**Run 1: power grid**

Scale: 10 px per um. Pins as bars on the die edge. Tap cells in grey.
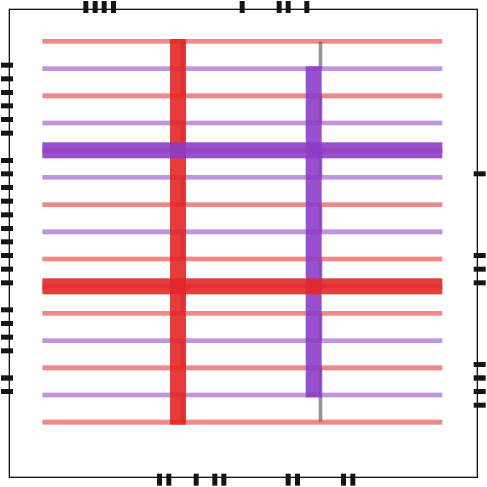
**Run 1: placement by cell class**

Scale: 10 px per um. Fill, decap, tap and diode cells in grey.
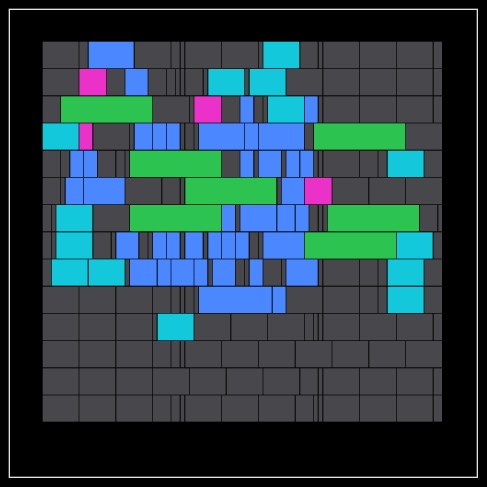
**Run 1: clock distribution**

Scale: 8 px per um.
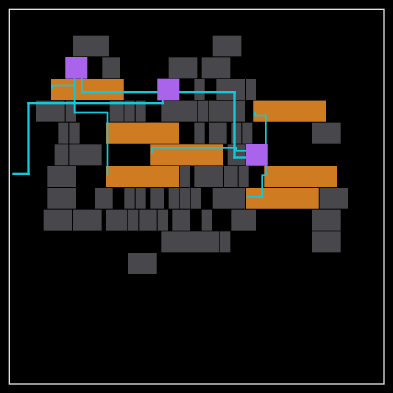
**Run 1: wiring by layer**

Scale: 10 px per um.
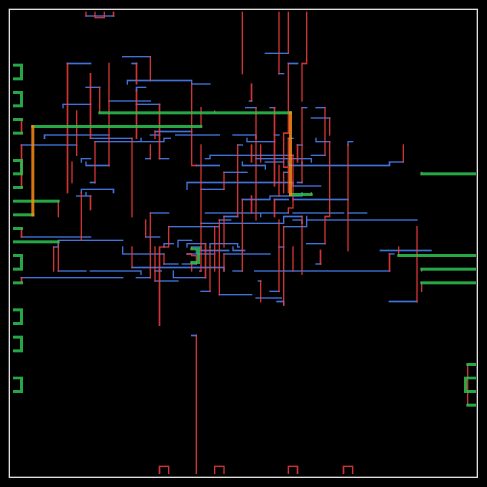
File: config.mk
export PLATFORM = sky130hd
export DESIGN_NAME = bsg_fifo_1r1w_rf
export DESIGN_NICKNAME = d
export VERILOG_FILES = /design/src/rtl/bsg_fifo_1r1w_rf.sv
export SDC_FILE = /design/constraint.sdc
export NUM_CORES = 1
export LEC_CHECK = 0
export ABC_AREA = 1
export CORE_MARGIN = 3
export CORE_UTILIZATION = 33
export CTS_CLUSTER_DIAMETER = 100
export DETAILED_ROUTE_END_ITERATION = 7
export PLACE_DENSITY = 0.86
export SYNTH_ARGS = -nofsm -noshare
export SYNTH_HDL_FRONTEND = slang
export SYNTH_SLANG_ARGS = --single-unit
File: constraint.sdc
create_clock -name clk_i -period 5.2 [get_ports clk_i]
set_input_delay 1.04 -clock clk_i [delete_from_list [all_inputs] [get_ports clk_i]]
set_output_delay 1.04 -clock clk_i [all_outputs]
set_load 0.01 [all_outputs]
File: src/rtl/bsg_fifo_1r1w_rf.sv
// Ready/valid FIFO controller for an external 1R1W async-read register file; holds only pointers and count.
// Optional same-cycle empty bypass enabled by defining BSG_FIFO_1R1W_RF_BYPASS_EN.
`ifndef BSG_SAFE_CLOG2
`define BSG_SAFE_CLOG2(x) (((x) <= 1) ? 1 : $clog2(x))
`endif

module bsg_fifo_1r1w_rf #(
    parameter int width_p        = 8,
    parameter int els_p          = 4,
    parameter int addr_width_lp  = `BSG_SAFE_CLOG2(els_p),
    parameter int count_width_lp = `BSG_SAFE_CLOG2(els_p+1)
) (
    input  logic                      clk_i,
    input  logic                      reset_n_i,
    input  logic                      v_i,
    input  logic [width_p-1:0]        data_i,
    output logic                      ready_o,
    output logic                      v_o,
    output logic [width_p-1:0]        data_o,
    input  logic                      yumi_i,
    output logic [count_width_lp-1:0] count_o,
    output logic                      mem_w_v_o,
    output logic [addr_width_lp-1:0]  mem_w_addr_o,
    output logic [width_p-1:0]        mem_w_data_o,
    output logic                      mem_r_v_o,
    output logic [addr_width_lp-1:0]  mem_r_addr_o,
    input  logic [width_p-1:0]        mem_r_data_i
);

    localparam logic [count_width_lp-1:0] full_count_lp = count_width_lp'(els_p);
    localparam logic [addr_width_lp-1:0]  last_addr_lp  = addr_width_lp'(els_p - 1);

    logic [addr_width_lp-1:0]  wptr, rptr;
    logic [count_width_lp-1:0] count;
    logic                      not_empty;
    logic                      enq;
    logic                      mem_enq;
    logic                      mem_deq;

    // Explicit wrap so non-power-of-two depths never index past els_p-1.
    function automatic logic [addr_width_lp-1:0] next_ptr(input logic [addr_width_lp-1:0] p);
        return (p == last_addr_lp) ? '0 : p + addr_width_lp'(1);
    endfunction

    assign not_empty = (count != '0);
    assign ready_o   = (count != full_count_lp) & reset_n_i;
    assign enq       = v_i & ready_o;

`ifdef BSG_FIFO_1R1W_RF_BYPASS_EN
    logic bypass;
    // Empty FIFO forwards the incoming item; if consumed the same cycle it never touches memory.
    assign bypass  = ~not_empty & v_i & reset_n_i;
    assign v_o     = not_empty | bypass;
    assign data_o  = bypass ? data_i : mem_r_data_i;
    assign mem_enq = enq & ~(bypass & yumi_i);
`else
    assign v_o     = not_empty;
    assign data_o  = mem_r_data_i;
    assign mem_enq = enq;
`endif

    // Reads are gated by occupancy, so an illegal yumi on empty cannot underflow.
    assign mem_deq = yumi_i & not_empty;

    assign count_o      = count;
    assign mem_w_v_o    = mem_enq;
    assign mem_w_addr_o = wptr;
    assign mem_w_data_o = data_i;
    assign mem_r_v_o    = not_empty;
    assign mem_r_addr_o = rptr;

    always_ff @(posedge clk_i or negedge reset_n_i) begin
        if (!reset_n_i) begin
            wptr  <= '0;
            rptr  <= '0;
            count <= '0;
        end else begin
            if (mem_enq) wptr <= next_ptr(wptr);
            if (mem_deq) rptr <= next_ptr(rptr);
            case ({mem_enq, mem_deq})
                2'b10:   count <= count + count_width_lp'(1);
                2'b01:   count <= count - count_width_lp'(1);
                default: count <= count;
            endcase
        end
    end

`ifndef SYNTHESIS
    yumi_needs_valid: assert property (@(posedge clk_i) disable iff (!reset_n_i) yumi_i |-> v_o)
        else $error("bsg_fifo_1r1w_rf: yumi_i asserted while v_o is low");
`endif

endmodule
==> impl_table.tex, run 1 <==
% Synthesis and place-and-route results
\begin{tabular}{lr}
\hline
Metric & Value \\
\hline
\multicolumn{2}{l}{\textbf{Status}} \\
Run status & complete, no violations \\
\multicolumn{2}{l}{\textbf{Worst setup path}} \\
Arrival time of data at the critical path endpoint & 2.58 ns \\
Maximum net fanout on the critical path & 11 \\
Cell seen most often among critical-path stages & sky130\_fd\_sc\_hd\_\_clkdlybuf4s50\_1 \\
Chain of cells forming the critical path & clkdlybuf4s50\_1 > nand3\_2 > inv\_1 > clkdlybuf4s50\_1 \\
Crit path capture type & primary output \\
Critical R2R Capture & count\_o[2]\$\_DFFE\_PN0P\_ \\
Termination of the worst setup path & mem\_w\_v\_o \\
Reg2reg start & count\_o[1]\$\_DFFE\_PN0P\_ \\
Number of buffers and inverters on the critical path & 3 \\
Slowest library cell on the worst path & sky130\_fd\_sc\_hd\_\_clkdlybuf4s50\_1 \\
Worst R2R Setup Slack & 3.41 ns \\
\multicolumn{2}{l}{\textbf{Placement}} \\
Number of buffers added on ports & 14 \\
Final weighted congestion of routability-driven global placement & 0.700 \\
DP Cell Count & 77 \\
Worst setup slack after placement & 1.56 ns \\
Standard cell area after detailed placement & 578 um\^{}2 \\
\multicolumn{2}{l}{\textbf{Global routing}} \\
Fraction of met3 tracks used by global routing & 6.25\% \\
Vias in the first global route & 350 \\
Global Route met2 Usage & 12.9\% \\
Global-route track usage on met1 & 10.6\% \\
Initial antenna violation count & 0 \\
Largest net degree at the start of global routing & 12 \\
\multicolumn{2}{l}{\textbf{CTS}} \\
Count of hold-fix buffers inserted at cts & 0 \\
\# resized after CTS & 0 \\
Number of levels in the clock H-tree & 1 \\
Post-CTS clock slew at the launch and capture registers of the worst setup and hold paths & 0.05 ns \\
Post-CTS setup buffers & 0 \\
CTS Root Buffer Type & sky130\_fd\_sc\_hd\_\_clkbuf\_4 \\
CTS Buf Count & 3 \\
CTS sink cnt & 7 \\
\multicolumn{2}{l}{\textbf{Yosys}} \\
Top post-synthesis cells by count & sky130\_fd\_sc\_hd\_\_buf\_4, sky130\_fd\_sc\_hd\_\_nand2\_1, sky130\_fd\_sc\_hd\_\_inv\_1, sky130\_fd\_sc\_hd\_\_dfrtp\_1 \\
Post-synth seq share & 32.1\% \\
Top\_reg\_cell synth & sky130\_fd\_sc\_hd\_\_dfrtp\_1 \\
Ys Warns & 0 \\
Yosys chip area & 546 um\^{}2 \\
Leading cell type by number of instances after synthesis & sky130\_fd\_sc\_hd\_\_buf\_4 \\
Syn Inst Count & 64 \\
Post-synthesis area per instance & 8.52 um\^{}2 \\
Post-synth area hogs & sky130\_fd\_sc\_hd\_\_dfrtp\_1, sky130\_fd\_sc\_hd\_\_buf\_4, sky130\_fd\_sc\_hd\_\_nand2\_1 \\
Library cell with the largest summed area after synthesis & sky130\_fd\_sc\_hd\_\_dfrtp\_1 \\
Area share of the leading cell type in the synthesized netlist & 32.1\% \\
Synthesized net count & 88 \\
Synthesized flop and latch total & 7 \\
\multicolumn{2}{l}{\textbf{Route}} \\
Post-DRT Antenna Nets & 0 \\
1st-pass router iterations & 4 \\
Drt initial violations & 2 \\
DRC violation count after routing & 0 \\
Per-cell via count in the routed design & 4.63 \\
WL met3 & 101 um \\
Wire length on met1 & 330 um \\
Total met2 wirelength after detailed routing & 365 um \\
\multicolumn{2}{l}{\textbf{Pwr}} \\
Total chip power & 375 uW \\
Pwr/cell area & 620 nW/um\^{}2 \\
Static power due to leakage & 0.303 nW \\
\multicolumn{2}{l}{\textbf{Final timing}} \\
Final setup violation count & 0 \\
Final worst-path cycle share & 69.6\% \\
Final number of max-transition violations & 0 \\
Worst Tran Pin Value & 0.451 ns \\
Achievable frequency & 276 MHz \\
Final setup margin & 1.58 ns \\
Final period demand of the worst path & 3.62 ns \\
\multicolumn{2}{l}{\textbf{Die}} \\
I/O pin total & 47 \\
\multicolumn{2}{l}{\textbf{Layout}} \\
Count of inserted antenna diode cells & 0 \\
Count of placed standard cells in the final layout, fillers left out & 81 \\
Share of layout cells above drive strength 1 & 13.8\% \\
Fillcell total & 154 \\
Most frequent cells in the layout & sky130\_fd\_sc\_hd\_\_clkdlybuf4s50\_1, sky130\_fd\_sc\_hd\_\_nand2\_1, sky130\_fd\_sc\_hd\_\_inv\_1 \\
\multicolumn{2}{l}{\textbf{Run}} \\
Max-cap violations & 0 \\
Tool warnings & 26 \\
\hline
\end{tabular}
About 'power grid':
| colour | net |
|---|---|
| purple | VDD |
| red | VSS |
rows: 14
met4 straps: 2
met1 rails: 15
signal pins: 47
met5 straps: 2
Core Box Area: 1520 um^2
worst ir drop on vdd: 238 uV
height of the die: 46.7 um

About 'placement by cell class':
| colour | class | cells | share of their area |
|---|---|---|---|
| blue | remaining logic cells | 40 | 42% |
| cyan | remaining buffers and delay cells | 14 | 24% |
| green | sequential cells | 7 | 30% |
| magenta | clock drivers and dummy loads | 4 | 4.5% |
proportion of cell area occupied by registers: 29.0%
final core occ: 39.7%
fin area: 604 um^2
std cell rows: 14

About 'clock distribution':
[cyan] clock wires | length: 113 um
[purple] clock-net drivers | count: 3
[orange] flip-flops | count: 7
routed clock nets: 4
insertion delay of the later-clocked pin in the worst-skew pair: 0.25 ns
clock network fraction of total power: 13.1%
power dissipated in the clock network: 49.0 uW

About 'wiring by layer':
| colour | layer | wire length |
|---|---|---|
| green | M3 | 102 um |
| blue | M1 | 331 um |
| orange | M4 | 17.0 um |
| red | M2 | 366 um |
GRT Overall Usage: 9.44%
total via count after detailed routing: 375
Post-Route WL: 815 um
DR WL/cell: 10.1 um

-- run 1: layout make-up --
class / count / area (um^2) / share of cell area [%]
multi-input cells: 32 / 213 / 35.2
well taps: 16 / 20.0 / 3.31
flip-flops and latches: 7 / 175 / 29.0
inverters: 8 / 30.0 / 4.97
repair buffers: 14 / 140 / 23.2
clock buffers: 4 / 26.3 / 4.35
-- run 1: worst min-delay path by stage --
stage / startpoint / end / cells past startpoint / slack [ns]
after floorplan: mem_r_addr_o[1]$_DFFE_PN0P_ / mem_r_addr_o[1]$_DFFE_PN0P_ / 2 / 0.53
after global placement: mem_r_addr_o[1]$_DFFE_PN0P_ / mem_r_addr_o[1]$_DFFE_PN0P_ / 2 / 0.49
after detailed placement: mem_r_addr_o[1]$_DFFE_PN0P_ / mem_r_addr_o[1]$_DFFE_PN0P_ / 2 / 0.49
after CTS: mem_w_addr_o[1]$_DFFE_PN0P_ / mem_w_addr_o[1]$_DFFE_PN0P_ / 2 / 0.51
after global routing: mem_w_addr_o[1]$_DFFE_PN0P_ / mem_w_addr_o[1]$_DFFE_PN0P_ / 2 / 0.53
final: mem_w_addr_o[1]$_DFFE_PN0P_ / mem_w_addr_o[1]$_DFFE_PN0P_ / 2 / 0.50
-- run 1: logic make-up (layout without fill, tap and decap cells) --
| logic type | count (synthesis) | in the layout | synth area share (%) |
|---|---|---|---|
| AOI/OAI and AO/OA | 3 | 3 | 3.21 |
| xor gates and xnor gates | 1 | 1 | 1.61 |
| adders and majority gates | 4 | 4 | 10.6 |
| buffers and inverters | 25 | 26 | 28.9 |
| DFF | 7 | 7 | 32.1 |
| and+or+nand+nor | 24 | 24 | 23.6 |
-- run 1: where the power goes --
part	internal [mW]	switching, mW
Combinational	0.114	0.0987
Sequential	0.0827	0.0308
Clock	0.0293	0.0197
**Run 1: congestion heat map**

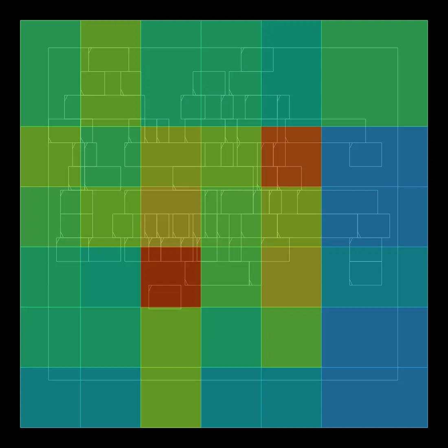

==> inputs of run 2 (changes only) <==
--- a/config.mk
+++ b/config.mk
@@ -6,11 +6,12 @@
 export NUM_CORES = 1
 export LEC_CHECK = 0
 export ABC_AREA = 1
+export CORE_ASPECT_RATIO = 0.7
 export CORE_MARGIN = 3
-export CORE_UTILIZATION = 33
+export CORE_UTILIZATION = 28
 export CTS_CLUSTER_DIAMETER = 100
 export DETAILED_ROUTE_END_ITERATION = 7
-export PLACE_DENSITY = 0.86
+export PLACE_DENSITY = 0.78
 export SYNTH_ARGS = -nofsm -noshare
 export SYNTH_HDL_FRONTEND = slang
 export SYNTH_SLANG_ARGS = --single-unit
==> constraint.sdc (replaced) <==
create_clock -name clk_i -period 3 [get_ports clk_i]
set_input_delay 0.6 -clock clk_i [delete_from_list [all_inputs] [get_ports clk_i]]
set_output_delay 0.6 -clock clk_i [all_outputs]
set_load 0.01 [all_outputs]
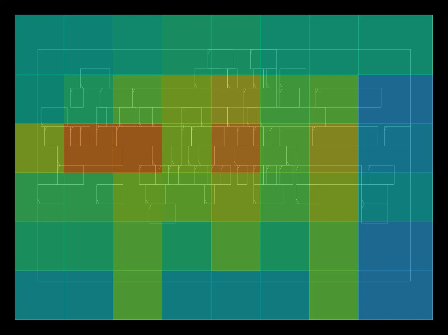
**Above:** run 2 (congestion heat map).
fraction of met3 tracks used by global routing: 7.90%
Global Route met2 Usage: 9.91%

==> run 2 against run 1 <==
Worst hold slack improved by 0.0032 ns; largest cell class unchanged; power rose by 74%; synthesized cell count is the same; clock power up 71%; cell area grew 2.3%; combinational power grew 74%.
==> impl_table.tex, run 2 <==
% Synthesis and place-and-route results
\begin{tabular}{lr}
\hline
Metric & Value \\
\hline
\multicolumn{2}{l}{\textbf{Worst setup path}} \\
Arrival time of data at the critical path endpoint & 2.07 ns \\
Number of buffers and inverters on the critical path & 3 \\
Maximum net fanout on the critical path & 9 \\
Chain of cells forming the critical path & clkdlybuf4s50\_1 > nand3\_2 > inv\_1 > clkdlybuf4s50\_1 \\
Worst R2R Setup Slack & 1.21 ns \\
Crit path capture type & primary output \\
Critical R2R Capture & count\_o[2]\$\_DFFE\_PN0P\_ \\
Reg2reg start & count\_o[1]\$\_DFFE\_PN0P\_ \\
\multicolumn{2}{l}{\textbf{Final timing}} \\
Final number of max-transition violations & 0 \\
Achievable frequency & 374 MHz \\
Final worst-path cycle share & 89.0\% \\
Final setup margin & 0.329 ns \\
\multicolumn{2}{l}{\textbf{Pwr}} \\
Pint & 390 uW \\
Worst ir drop on vdd & 512 uV \\
Total chip power & 652 uW \\
Sequential power share & 30.5\% \\
\multicolumn{2}{l}{\textbf{Yosys}} \\
Top\_reg\_cell synth & sky130\_fd\_sc\_hd\_\_dfrtp\_1 \\
Synthesized flop and latch total & 7 \\
Area fraction in compound gates & 3.21\% \\
Post-Synth Adder-Cell Area & 10.6\% \\
Yosys simple share & 23.6\% \\
Post-synthesis area per instance & 8.52 um\^{}2 \\
Syn Inst Count & 64 \\
\multicolumn{2}{l}{\textbf{Route}} \\
Total via count after detailed routing & 374 \\
Post-DRT Antenna Nets & 0 \\
Drt initial violations & 5 \\
Post-Route WL & 880 um \\
DRC violation count after routing & 0 \\
Total met2 wirelength after detailed routing & 343 um \\
\multicolumn{2}{l}{\textbf{Status}} \\
Run status & complete, no violations \\
\multicolumn{2}{l}{\textbf{CTS}} \\
Insertion delay of the later-clocked pin in the worst-skew pair & 0.25 ns \\
Post-CTS clock slew at the launch and capture registers of the worst setup and hold paths & 0.05 ns \\
Number of levels in the clock H-tree & 1 \\
CTS sink cnt & 7 \\
Count of hold-fix buffers inserted at cts & 0 \\
CTS Buf Count & 3 \\
\# resized after CTS & 0 \\
\multicolumn{2}{l}{\textbf{Die}} \\
Height of the die & 42.9 um \\
I/O pin total & 47 \\
\multicolumn{2}{l}{\textbf{Global routing}} \\
Initial antenna violation count & 0 \\
Global-route track usage on met1 & 10.6\% \\
Vias in the first global route & 337 \\
Largest net degree at the start of global routing & 10 \\
\multicolumn{2}{l}{\textbf{Layout}} \\
Share of layout cells above drive strength 1 & 15.2\% \\
Count of placed standard cells in the final layout, fillers left out & 87 \\
Most frequent cells in the layout & sky130\_fd\_sc\_hd\_\_clkdlybuf4s50\_1, sky130\_fd\_sc\_hd\_\_nand2\_1, sky130\_fd\_sc\_hd\_\_inv\_1 \\
\multicolumn{2}{l}{\textbf{Placement}} \\
Number of buffers added on ports & 14 \\
\multicolumn{2}{l}{\textbf{Min path}} \\
Hold path start & mem\_r\_addr\_o[1]\$\_DFFE\_PN0P\_ \\
\multicolumn{2}{l}{\textbf{Run}} \\
Tool warnings & 26 \\
Max-cap violations & 0 \\
\hline
\end{tabular}
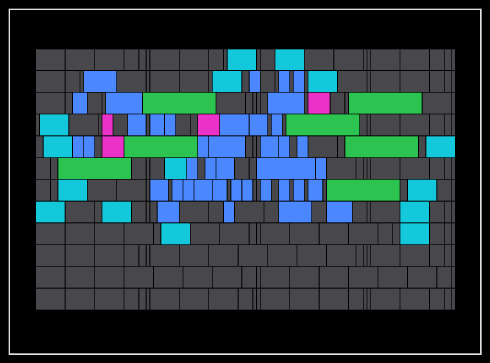
**Above:** run 2 (placement by cell class).
Scale: 8 px per um. Fill, decap, tap and diode cells in grey.
| colour | class | cells | share of their area |
|---|---|---|---|
| magenta | clock drivers and dummy loads | 4 | 4.4% |
| cyan | remaining buffers and delay cells | 15 | 25% |
| green | sequential cells | 7 | 30% |
| blue | remaining logic cells | 40 | 41% |
std cell rows: 12
final core occ: 36.1%
fin area: 618 um^2
proportion of cell area occupied by registers: 28.3%
Core Box Area: 1710 um^2

[run 2: final cells by class]
| cell class | instances | area (um^2) | area share, % |
|---|---|---|---|
| sequential | 7 | 175 | 28.3 |
| clock buffer | 4 | 26.3 | 4.25 |
| multi-input combinational | 32 | 213 | 34.4 |
| inverter | 8 | 30.0 | 4.86 |
| timing repair buffer | 15 | 148 | 23.9 |
| tap | 21 | 26.3 | 4.25 |
[run 2: worst min-delay path: cells and delay by family (launching register included)]
family | cells | cell delay, ns
DFF | 1 | 0.37
and+or+nand+nor | 2 | 0.10
[run 2: power groups by stage]
stage               registers [mW]  logic, mW  clock network, mW
detailed placement           0.201      0.374                  0
global placement             0.199      0.365                  0
floorplan                    0.215      0.215                  0
finish                       0.199      0.369             0.0839
global route                 0.208      0.420             0.0986
CTS                          0.200      0.377             0.0879
[run 2: worst max path at each step]
stage / startpoint / end / slack (ns) / cells after the start
after floorplan: count_o[1]$_DFFE_PN0P_ / count_o[2]$_DFFE_PN0P_ / 1.31 / 10
after global placement: reset_n_i / ready_o / 0.29 / 3
after detailed placement: reset_n_i / ready_o / 0.32 / 3
after CTS: reset_n_i / ready_o / 0.29 / 3
after global routing: reset_n_i / mem_w_v_o / 0.18 / 4
final: reset_n_i / mem_w_v_o / 0.33 / 4
[run 2: cell families (layout without fill, tap and decap cells)]
group / after synthesis / count (layout)
AOI/OAI and AO/OA: 3 / 3
DFF: 7 / 7
adders and majority gates: 4 / 4
buffers and inverters: 25 / 27
xor gates and xnor gates: 1 / 1
and+or+nand+nor: 24 / 24
Power is estimated from default activity; no workload was simulated.
